### config.mk
export PLATFORM = sky130hd
export DESIGN_NAME = rdi_bring_up_tx_ctrl
export DESIGN_NICKNAME = d
export VERILOG_FILES = /design/src/rtl/rdi_bring_up_tx_ctrl.sv
export SDC_FILE = /design/constraint.sdc
export NUM_CORES = 1
export LEC_CHECK = 0
export CAP_MARGIN = 15
export CORE_UTILIZATION = 52
export DETAILED_ROUTE_END_ITERATION = 8
export PLACE_DENSITY_LB_ADDON = 0.05
export SYNTH_ARGS = -nofsm -noshare
export SYNTH_HDL_FRONTEND = slang
export SYNTH_SLANG_ARGS = --single-unit
### constraint.sdc
create_clock -name lclk -period 3 [get_ports lclk]
set_input_delay 0.6 -clock lclk [delete_from_list [all_inputs] [get_ports lclk]]
set_output_delay 0.6 -clock lclk [all_outputs]
set_load 0.01 [all_outputs]
### src/rtl/rdi_bring_up_tx_ctrl.sv
// rdi_bring_up_tx_ctrl: TX-side sideband request engine for RDI state changes.
// Sends one request, waits for its matching response, retries on timeout.
module rdi_bring_up_tx_ctrl #(
    parameter int MSG_W          = 4,
    parameter int TIMEOUT_CYCLES = 1024,
    parameter int MAX_RETRY      = 2,
    localparam int CNT_W = $clog2(TIMEOUT_CYCLES),
    localparam int RTY_W = ($clog2(MAX_RETRY + 1) > 1) ?
                           $clog2(MAX_RETRY + 1) : 1
) (
    input  logic             lclk,
    input  logic             sys_rst,
    input  logic [2:0]       i_choose,
    input  logic             i_rx_busy,
    input  logic [MSG_W-1:0] i_rx_sb_message,
    input  logic             i_rx_msg_valid,
    input  logic             i_tx_done_send,
    output logic [MSG_W-1:0] o_tx_sb_message,
    output logic             o_tx_msg_valid,
    output logic             o_done,
    output logic             o_timeout_err,
    output logic [RTY_W-1:0] o_retry_cnt
);

    typedef enum logic [2:0] {
        S_IDLE,
        S_REQ_SEND,
        S_WAIT_RSP,
        S_DONE,
        S_ERROR
    } state_t;

    state_t           st_q, st_d;
    logic [2:0]       sel_q, sel_d;
    logic             early_q, early_d;
    logic [CNT_W-1:0] timer_q, timer_d;
    logic [RTY_W-1:0] retry_q, retry_d;

    logic choose_ok;
    logic rsp_match;
    logic timer_last;
    logic abort;

    function automatic logic [MSG_W-1:0] req_code(input logic [2:0] sel);
        logic [3:0] c;
        case (sel)
            3'd1:    c = 4'd1;
            3'd2:    c = 4'd11;
            3'd3:    c = 4'd9;
            3'd4:    c = 4'd7;
            3'd5:    c = 4'd13;
            default: c = 4'd0;
        endcase
        return MSG_W'(c);
    endfunction

    // Every response code is its request code plus one.
    function automatic logic [MSG_W-1:0] rsp_code(input logic [2:0] sel);
        return req_code(sel) + MSG_W'(1);
    endfunction

    assign choose_ok  = (i_choose != 3'd0) && (i_choose <= 3'd5);
    assign rsp_match  = i_rx_msg_valid &&
                        (i_rx_sb_message == rsp_code(sel_q));
    assign timer_last = (timer_q == CNT_W'(TIMEOUT_CYCLES - 1));
    // sel_q is nonzero outside IDLE, so this covers release and change.
    assign abort      = (st_q != S_IDLE) && (i_choose != sel_q);

    always_comb begin
        st_d    = st_q;
        sel_d   = sel_q;
        early_d = early_q;
        timer_d = timer_q;
        retry_d = retry_q;
        if (abort) begin
            st_d    = S_IDLE;
            early_d = 1'b0;
            timer_d = '0;
            retry_d = '0;
        end else begin
            unique case (st_q)
                S_IDLE: begin
                    early_d = 1'b0;
                    timer_d = '0;
                    retry_d = '0;
                    if (choose_ok && !i_rx_busy) begin
                        st_d  = S_REQ_SEND;
                        sel_d = i_choose;
                    end
                end
                S_REQ_SEND: begin
                    if (rsp_match) begin
                        early_d = 1'b1;
                    end
                    if (i_tx_done_send) begin
                        timer_d = '0;
                        if (early_q || rsp_match) begin
                            st_d = S_DONE;
                        end else begin
                            st_d = S_WAIT_RSP;
                        end
                    end
                end
                S_WAIT_RSP: begin
                    if (rsp_match) begin
                        st_d = S_DONE;
                    end else if (timer_last) begin
                        timer_d = '0;
                        if (retry_q < RTY_W'(MAX_RETRY)) begin
                            st_d    = S_REQ_SEND;
                            early_d = 1'b0;
                            retry_d = retry_q + 1'b1;
                        end else begin
                            st_d = S_ERROR;
                        end
                    end else begin
                        timer_d = timer_q + 1'b1;
                    end
                end
                S_DONE:  st_d = S_DONE;
                S_ERROR: st_d = S_ERROR;
                default: st_d = S_IDLE;
            endcase
        end
    end

    // Outputs are decoded from the next state so they move with it.
    always_ff @(posedge lclk or negedge sys_rst) begin
        if (!sys_rst) begin
            st_q            <= S_IDLE;
            sel_q           <= '0;
            early_q         <= 1'b0;
            timer_q         <= '0;
            retry_q         <= '0;
            o_tx_sb_message <= '0;
            o_tx_msg_valid  <= 1'b0;
            o_done          <= 1'b0;
            o_timeout_err   <= 1'b0;
            o_retry_cnt     <= '0;
        end else begin
            st_q            <= st_d;
            sel_q           <= sel_d;
            early_q         <= early_d;
            timer_q         <= timer_d;
            retry_q         <= retry_d;
            o_tx_msg_valid  <= (st_d == S_REQ_SEND);
            o_tx_sb_message <= (st_d == S_REQ_SEND) ? req_code(sel_d) : '0;
            o_done          <= (st_d == S_DONE);
            o_timeout_err   <= (st_d == S_ERROR);
            o_retry_cnt     <= (st_d == S_IDLE) ? '0 : retry_d;
        end
    end

endmodule

==> reports/results.md, run 1 <==
| Metric | Reported | Unit |
|:---|:---|:---|
| Outcome | finished clean | - |
| Via/cell ratio | 6.03 | - |
| Maximum operating frequency | 0.389 | GHz |
| Period utilization | 85.6 | % |
| Buffer and inverter count on the worst path | 2 | - |
| Top logic cells by instance count in the layout | sky130_fd_sc_hd__dfrtp_1 (28), sky130_fd_sc_hd__clkdlybuf4s50_1 (20), sky130_fd_sc_hd__a21oi_1 (15) | - |
| Hold bufs inserted after CTS | 0 | - |
| Via count of the first global-routing pass | 1445 | - |
| Num rows | 21 | - |
| Post-route worst hold slack | 0.573 | ns |
| Area of the synthesized netlist per yosys stat | 1870 | µm² |
| Proportion of total power due to net switching | 38.0 | % |
| Type of the worst setup path | input pin to flop | - |
| Mapped cell area | 1870 | µm² |
| Endpoint of the worst hold-timing path | timer_q[9] | - |
| Top_reg_cell synth | sky130_fd_sc_hd__dfrtp_1 | - |
| CTS tree | yes | - |
| Floorplan net count | 207 | - |
| Startpoint of the worst setup timing path | i_rx_busy | - |
| Count of TritonRoute iterations in the first routing pass | 5 | - |
| Wire length on met1 | 1760 | µm |
| Detailed Route Iter0 Violations | 95 | - |
| FP Util | 55.2 | % |
| Antenna viol nets, final | 0 | - |
| Met3 wire length | 84 | µm |
| Largest buffer count on any clock path | 2 | - |
| Number of maximum-capacitance violations | 0 | - |
| Met2 wire len | 2070 | µm |
| Internal power contribution | 817 | µW |
| Worst setup slack for register-to-register paths | 0.58 | ns |
| Share of final-layout standard cells stronger than drive strength 1 | 12.9 | % |
| Later-pin clock latency in the skew report | 0.34 | ns |
| Die Size | 3840 | µm² |
| CP Cell Sequence | clkdlybuf4s50_1 -> or4_1 -> o21bai_1 -> a22o_1 -> inv_1 -> ha_1 -> a21oi_1 -> o21ai_0 -> and2_2 | - |
| Worst R2R Start | st_q[2] | - |
| Height of the chip | 62.0 | µm |
| Most area-hungry cell type in the Yosys netlist | sky130_fd_sc_hd__dfrtp_1 | - |
| Global-route wire length before repair | 6510 | µm |
| Count of unique library cells instantiated by Yosys | 58 | - |
| Number of filler instances in the final layout | 268 | - |
| Startpoint kind of the worst setup timing path | input pin | - |
| Clock Tree Root | sky130_fd_sc_hd__clkbuf_4 | - |
| Yosys top cell area share | 37.5 | % |
| Power Dens Cells | 618 | nW/µm² |
| Final core occ | 62.8 | % |
| Number of flip-flops and latches in the synthesized netlist | 28 | - |
| Average wire per cell in the routed design | 15.5 | µm |
| Ys async rst share | 100 | % |
| Worst path slowest cell | sky130_fd_sc_hd__or4_1 | - |
| Number of H-tree levels | 1 | - |
| Post-CTS Setup Repair Bufs | 0 | - |
| Worst rel slew slack | 58.0 | % |
| Total core area | 3390 | µm² |
| Register area | 701 | µm² |
| Highest metal layer used by the detailed router | met4 | - |
| Tally of buffers added on design ports | 20 | - |
| Number of cell instances after yosys synthesis | 191 | - |
| Global Route Usage Sum | 22.8 | % |
| Unrepaired setup endpoints after global routing | false | - |
| Slew Viols, Final | 0 | - |
| Top post-synthesis cells by area | sky130_fd_sc_hd__dfrtp_1 (37%), sky130_fd_sc_hd__a21oi_1 (4.0%), sky130_fd_sc_hd__o311ai_4 (2.8%) | - |
| Share of the yosys chip area belonging to registers | 37.5 | % |
| Antenna diodes | 0 | - |
| Synth warnings | 0 | - |
| Cell count after synthesis | 191 | - |
| Count of cells resized by post-cts repair | 0 | - |
| Number of warning messages in the logs | 27 | - |
| Crit Path Max Fanout | 5 | - |
| Clock transition at path regs | 0.15 | ns |
| Length in cells of the worst reg-to-reg path | 8 | - |
| Worst hold path type | flop to flop | - |
| Min-delay src | timer_q[9] | - |
| Remaining DRCs | 0 | - |
| Worst Hold Path Cells | 2 | - |
| Pin count of the biggest net entering global routing | 29 | - |
| Clock Skew | 0.0106 | ns |
| Die Width | 62.0 | µm |
| Number of sinks on the clock net | 28 | - |
| Ports placed on the boundary | 21 | - |
| Sw Pwr | 500 | µW |
| Vias after detailed routing | 1538 | - |
| Area taken by multi-input logic gates | 1030 | µm² |
| Final layout net count | 226 | - |
| Number of antenna violations at the first check in global routing | 0 | - |
| Most frequent logic cell in the layout | sky130_fd_sc_hd__dfrtp_1 | - |
| P_leak | 0.810 | nW |
| Critical path capture point type | flop | - |
| Final number of setup-violating endpoints | 0 | - |
| Kind of cell with the highest combined delay on the critical path | simple AND/OR/NAND/NOR gates | - |
| Delay of the slowest cell on the worst path | 0.57 | ns |
| Worst Path Arrival | 2.81 | ns |
| Flip-flops with a built-in enable | 0 | - |
| Largest vdd supply drop | 0.242 | mV |
| Routability cong. | 0.832 | - |
| R2r endpoint | o_tx_sb_message[3] | - |
| CP required | 3.25 | ns |
| Post-route setup TNS | 0 | ns |
| HPWL Detailed | 2910 | µm |
| Clock network fraction of design power | 19.1 | % |
| Transition at the pin with the smallest max-transition slack | 0.625 | ns |
| Final global-route overflow total | 0 | - |
| Register share of total power | 38.0 | % |
| Synthesized area per cell | 9.79 | µm² |
| Minimum clock period | 2.57 | ns |
| Comb power frac | 42.9 | % |
| Total wire length | 3960 | µm |
| Final Hold Viols | 0 | - |
| Clock buffer count from CTS | 3 | - |
==> run 1: worst reg2reg max path: cells and delay by family, from the launching register on <==
family,cells,cell delay [ns]
AOI/OAI and AO/OA,4,0.68
DFF,1,0.55
and+or+nand+nor,2,0.79
buffers and inverters,1,0.10
adders and majority gates,1,0.20
==> run 1: layout make-up <==
cell class / instances / share of cell area [%]
Sequential cell: 28 / 32.9
Clock buffer: 3 / 1.06
Inverter: 12 / 2.12
Tap cell: 46 / 2.70
Multi-Input combinational cell: 140 / 48.6
Timing Repair Buffer: 25 / 11.2
Clock inverter: 1 / 1.41
==> run 1: stage by stage <==
step	worst slack [ns]	area (µm²)	power [mW]	std cells
global placement	0.209	2080	1.04	251
floorplan	0.633	1870	0.945	191
finish	0.432	2130	1.32	255
detailed placement	0.114	2080	1.07	251
CTS	0.495	2130	1.32	255
global route	0.201	2130	1.40	255
==> run 1: registers in the layout (all words and copies together) (netlist names) <==
name             flops
o_tx_sb_message      4
o_timeout_err        1
sel_q                3
o_tx_msg_valid       1
timer_q             10
retry_q              2
st_q                 3
o_retry_cnt          2
o_done               1
early_q              1
==> run 1: synth_stat cells, drive strengths merged (5+ instances only) <==
cell / instances
dfrtp: 28
nand2: 13
nand3: 9
inv: 12
a21oi: 16
nor3: 6
or4: 6
nor2: 6
o21ai: 11
and2: 5
buf: 7
==> run 1: routing by layer <==
layer	up-vias	track usage, %
li1	749	-
met1	754	27.8
met2	29	41.3
met3	6	2.48
met4	0	8.25
met5	-	0
==> run 1: power by group through the flow <==
stage | clock network (mW) | logic, mW | registers [mW]
floorplan | 0 | 0.492 | 0.453
global placement | 0 | 0.540 | 0.502
detailed placement | 0 | 0.562 | 0.508
CTS | 0.260 | 0.563 | 0.501
global route | 0.273 | 0.616 | 0.510
finish | 0.251 | 0.565 | 0.500
==> run 1: worst max path at each step <==
stage	slack [ns]	depth (start not counted)	endpoint
after detailed placement	0.11	9	o_tx_sb_message[3]
after global placement	0.21	7	o_tx_sb_message[1]
after CTS	0.49	9	o_tx_sb_message[3]
final	0.43	9	o_tx_sb_message[3]
after floorplan	0.63	7	o_tx_sb_message[3]
after global routing	0.20	8	o_tx_sb_message[3]
==> run 1: cell families after synthesis <==
family                   count (synthesis)  share of synthesized area (%)
adder cells (fa/ha/maj)                  5                           3.21
flip-flops                              28                           37.5
buffers and inverters                   23                           7.22
AND-OR/OR-AND                           52                           22.5
AND/OR/NAND/NOR                         74                           25.2
XOR/XNOR                                 7                           3.28
multiplexers                             2                           1.07
### Cell sizes after repair, run 1

Drawn at 6 px/µm.
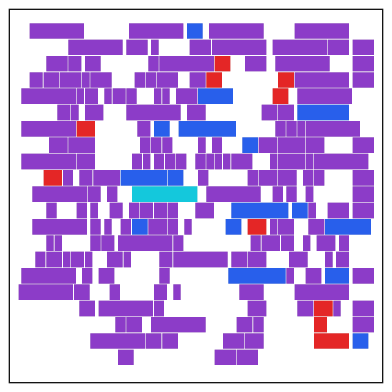
[blue] x3 and x4 | cells: 16 | share: 7.7% | most used: buf_4
[purple] x1 and smaller | cells: 182 | share: 87% | most used: dfrtp_1
[red] x2 | cells: 10 | share: 4.8% | most used: and2_2
[cyan] x6 and larger | cells: 1 | share: 0.48% | most used: bufinv_16
area growth from synthesis to layout: 13.8%
count of buffers not belonging to the clock network in the layout: 25
Final Instance Area: 2130 µm²
worst path setup slack after routing: 0.432 ns

### Placement by cell class, run 1

Drawn at 6 px/µm. Fill, decap, tap and diode cells in gray.
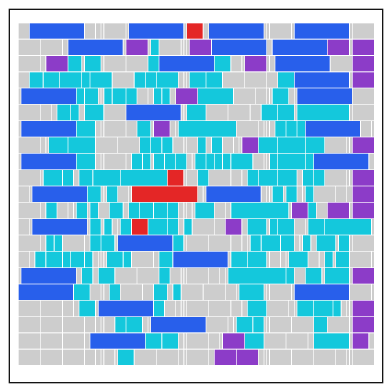
[blue] registers | cells: 28
[cyan] remaining logic cells | cells: 152
[red] clock drivers and dummy loads | cells: 4
[purple] remaining buffers and delay cells | cells: 25

### Congestion heat map, run 1

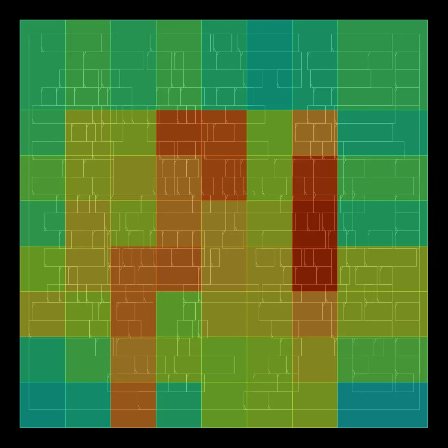
met1 track demand over resource: 27.8%
Most Crowded Layer GR: met2
met3 usage: 2.48%

==> inputs of run 2 (changes only) <==
--- a/config.mk
+++ b/config.mk
@@ -5,6 +5,7 @@
 export SDC_FILE = /design/constraint.sdc
 export NUM_CORES = 1
 export LEC_CHECK = 0
+export ABC_CLOCK_PERIOD_IN_PS = 3000
 export CAP_MARGIN = 15
 export CORE_UTILIZATION = 52
 export DETAILED_ROUTE_END_ITERATION = 8
### Cell sizes after repair, run 2

Drawn at 6 px/µm.
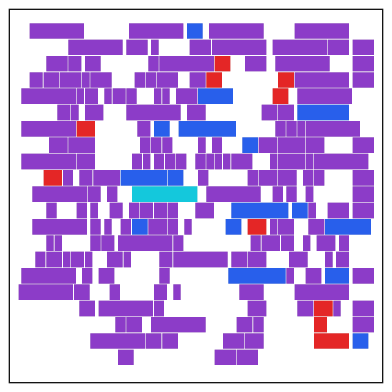
[red] x2 | cells: 10 | share: 4.8% | most used: and2_2
[blue] x3 and x4 | cells: 16 | share: 7.7% | most used: buf_4
[cyan] x6 and larger | cells: 1 | share: 0.48% | most used: bufinv_16
[purple] x1 and smaller | cells: 182 | share: 87% | most used: dfrtp_1

==> run 2 against run 1 <==
  * Core utilization is the same
  * Flip-flop count is the same
  * Non-clock buffer count is the same
  * Area after synthesis is the same
  * Synthesized cell count is the same
  * Critical path depth is the same
  * Critical path type unchanged
==> reports/results.md, run 2 <==
| Metric | Reported | Unit | Delta |
|:---|:---|:---|:---|
| Outcome | finished clean | - | unchanged |
| Register bank with the most flops | timer_q | - | unchanged |
| Count of cells resized by post-cts repair | 0 | - | unchanged |
| Detailed Route Iter0 Violations | 95 | - | unchanged |
| Floorplan net count | 207 | - | unchanged |
| Vias after detailed routing | 1538 | - | unchanged |
| Clock transition at path regs | 0.15 | ns | about the same |
| Final global-route overflow total | 0 | - | unchanged |
| CTS tree | yes | - | unchanged |
| Final layout net count | 226 | - | unchanged |
| Flip-flops with a built-in enable | 0 | - | unchanged |
| Slew Viols, Final | 0 | - | unchanged |
| Min-delay src | timer_q[9] | - | unchanged |
| HPWL Detailed | 2910 | µm | unchanged |
| Number of sinks on the clock net | 28 | - | unchanged |
| Clock Tree Root | sky130_fd_sc_hd__clkbuf_4 | - | unchanged |
| Antenna viol nets, final | 0 | - | unchanged |
| Via/cell ratio | 6.03 | - | unchanged |
| Critical path capture point type | flop | - | unchanged |
| Synthesized area per cell | 9.79 | µm² | unchanged |
| Design Power | 1.32 | mW | unchanged |
| Routability cong. | 0.832 | - | unchanged |
| Number of flip-flops and latches in the synthesized netlist | 28 | - | unchanged |
| Tally of buffers added on design ports | 20 | - | unchanged |
| Global Route Usage Sum | 22.8 | % | unchanged |
| Pin count of the biggest net entering global routing | 29 | - | unchanged |
| Later-pin clock latency in the skew report | 0.34 | ns | about the same |
| Biggest registers after layout | timer_q x10, o_tx_sb_message x4 | - | unchanged |
| Die Size | 3840 | µm² | unchanged |
| Top post-synthesis cells by area | sky130_fd_sc_hd__dfrtp_1 (37%), sky130_fd_sc_hd__a21oi_1 (4.0%), sky130_fd_sc_hd__o311ai_4 (2.8%) | - | unchanged |
| Register area | 701 | µm² | unchanged |
| P_leak | 0.810 | nW | unchanged |
| Global-route wire length before repair | 6510 | µm | unchanged |
| Area growth from synthesis to layout | 13.8 | % | unchanged |
| Maximum operating frequency | 0.389 | GHz | unchanged |
| Height of the chip | 62.0 | µm | unchanged |
| Area taken by multi-input logic gates | 1030 | µm² | unchanged |
| Number of cell instances after yosys synthesis | 191 | - | unchanged |
| Post-CTS Setup Repair Bufs | 0 | - | unchanged |
| Top cells by instance count after synthesis | sky130_fd_sc_hd__dfrtp_1 (28), sky130_fd_sc_hd__a21oi_1 (15), sky130_fd_sc_hd__nand2_1 (13), sky130_fd_sc_hd__inv_1 (12) | - | unchanged |
| Hold bufs inserted after CTS | 0 | - | unchanged |
| Post-route setup TNS | 0 | ns | unchanged |
| Number of maximum-capacitance violations | 0 | - | unchanged |
| Most area-hungry cell type in the Yosys netlist | sky130_fd_sc_hd__dfrtp_1 | - | unchanged |
| Worst setup slack for register-to-register paths | 0.58 | ns | about the same |
| Number of warning messages in the logs | 27 | - | unchanged |
| Total wire length | 3960 | µm | unchanged |
| Worst hold path type | flop to flop | - | unchanged |
| Count of TritonRoute iterations in the first routing pass | 5 | - | unchanged |
| Final Hold Viols | 0 | - | unchanged |
| Unrepaired setup endpoints after global routing | false | - | unchanged |
| R2r endpoint | o_tx_sb_message[3] | - | unchanged |
| Share of the yosys chip area belonging to registers | 37.5 | % | unchanged |
| FP Util | 55.2 | % | unchanged |
| Number of antenna violations at the first check in global routing | 0 | - | unchanged |
| Clock Skew | 0.0106 | ns | unchanged |
| Ys async rst share | 100 | % | unchanged |
| Period utilization | 85.6 | % | unchanged |
| Startpoint of the worst setup timing path | i_rx_busy | - | unchanged |
| Mapped cell area | 1870 | µm² | unchanged |
| Number of filler instances in the final layout | 268 | - | unchanged |
| Synth warnings | 0 | - | unchanged |
| Transition at the pin with the smallest max-transition slack | 0.625 | ns | unchanged |
| Critical path capture point | o_tx_sb_message[3] | - | unchanged |
| Via count of the first global-routing pass | 1445 | - | unchanged |
| Startpoint kind of the worst setup timing path | input pin | - | unchanged |
| Yosys top cell area share | 37.5 | % | unchanged |
| Crit Path Max Fanout | 5 | - | unchanged |
| Worst R2R Start | st_q[2] | - | unchanged |
| Top_reg_cell synth | sky130_fd_sc_hd__dfrtp_1 | - | unchanged |
| CP required | 3.25 | ns | about the same |
## run 2: cell counts after synthesis
Identical to the previous run, type by type.
## run 2: through the flow
| step | hold WS (ns) | std cells | setup slack (ns) | util, % | cell area (µm²) |
|---|---|---|---|---|---|
| detailed placement | 0.552 | 251 | 0.114 | 61.2 | 2080 |
| finish | 0.573 | 255 | 0.432 | 62.8 | 2130 |
| global placement | 0.530 | 251 | 0.209 | 61.2 | 2080 |
| floorplan | 0.304 | 191 | 0.633 | - | 1870 |
| CTS | 0.581 | 255 | 0.495 | 62.8 | 2130 |
| global route | 0.602 | 255 | 0.201 | 62.8 | 2130 |
## run 2: routing by layer
metal / global-route usage, % / vias to the layer above / share of wire [%]
met2: 41.3 / 29 / 52
met3: 2.48 / 6 / 2.1
li1: - / 749 / -
met5: 0 / - / 0
met4: 8.25 / 0 / 1.3
met1: 27.8 / 754 / 44
## run 2: critical path, stage by stage
cell	delay, ns
sky130_fd_sc_hd__clkdlybuf4s50_1	0.46
sky130_fd_sc_hd__or4_1	0.57
sky130_fd_sc_hd__o21bai_1	0.18
sky130_fd_sc_hd__a22o_1	0.25
sky130_fd_sc_hd__inv_1	0.10
sky130_fd_sc_hd__ha_1	0.20
sky130_fd_sc_hd__a21oi_1	0.14
sky130_fd_sc_hd__o21ai_0	0.11
sky130_fd_sc_hd__and2_2	0.20
## run 2: final cells by class
class	count	area share [%]
sequential	28	32.9
clock buffer	3	1.06
clock inverter	1	1.41
tap	46	2.70
inverter	12	2.12
multi-input combinational	140	48.6
timing repair buffer	25	11.2
## run 2: report_power, final
| group | total, mW | switching, mW | internal (mW) | leakage [nW] |
|---|---|---|---|---|
| combinational | 0.565 | 0.305 | 0.260 | 0.403 |
| clock | 0.251 | 0.115 | 0.135 | 0.0279 |
| sequential | 0.500 | 0.0793 | 0.421 | 0.379 |
| total | 1.32 | 0.500 | 0.817 | 0.810 |
## run 2: cells by family (layout without fill, tap and decap cells)
kind of cell    count (synthesis)  after routing  share of synthesized area [%]
mux                             2              2                           1.07
flops                          28             28                           37.5
simple gates                   74             74                           25.2
buf+inv                        23             41                           7.22
compound gates                 52             52                           22.5
fa+ha+maj                       5              5                           3.21
xor+xnor                        7              7                           3.28
## run 2: worst min path at each step
stage / endpoint / slack (ns) / cells past startpoint
2_1_floorplan: early_q / 0.30 / 0
3_3_place_gp: timer_q[1] / 0.53 / 1
3_5_place_dp: timer_q[1] / 0.55 / 1
4_1_cts: timer_q[9] / 0.58 / 2
5_1_grt: timer_q[1] / 0.60 / 1
6_report: timer_q[9] / 0.57 / 2
Power is estimated from default activity; no workload was simulated.
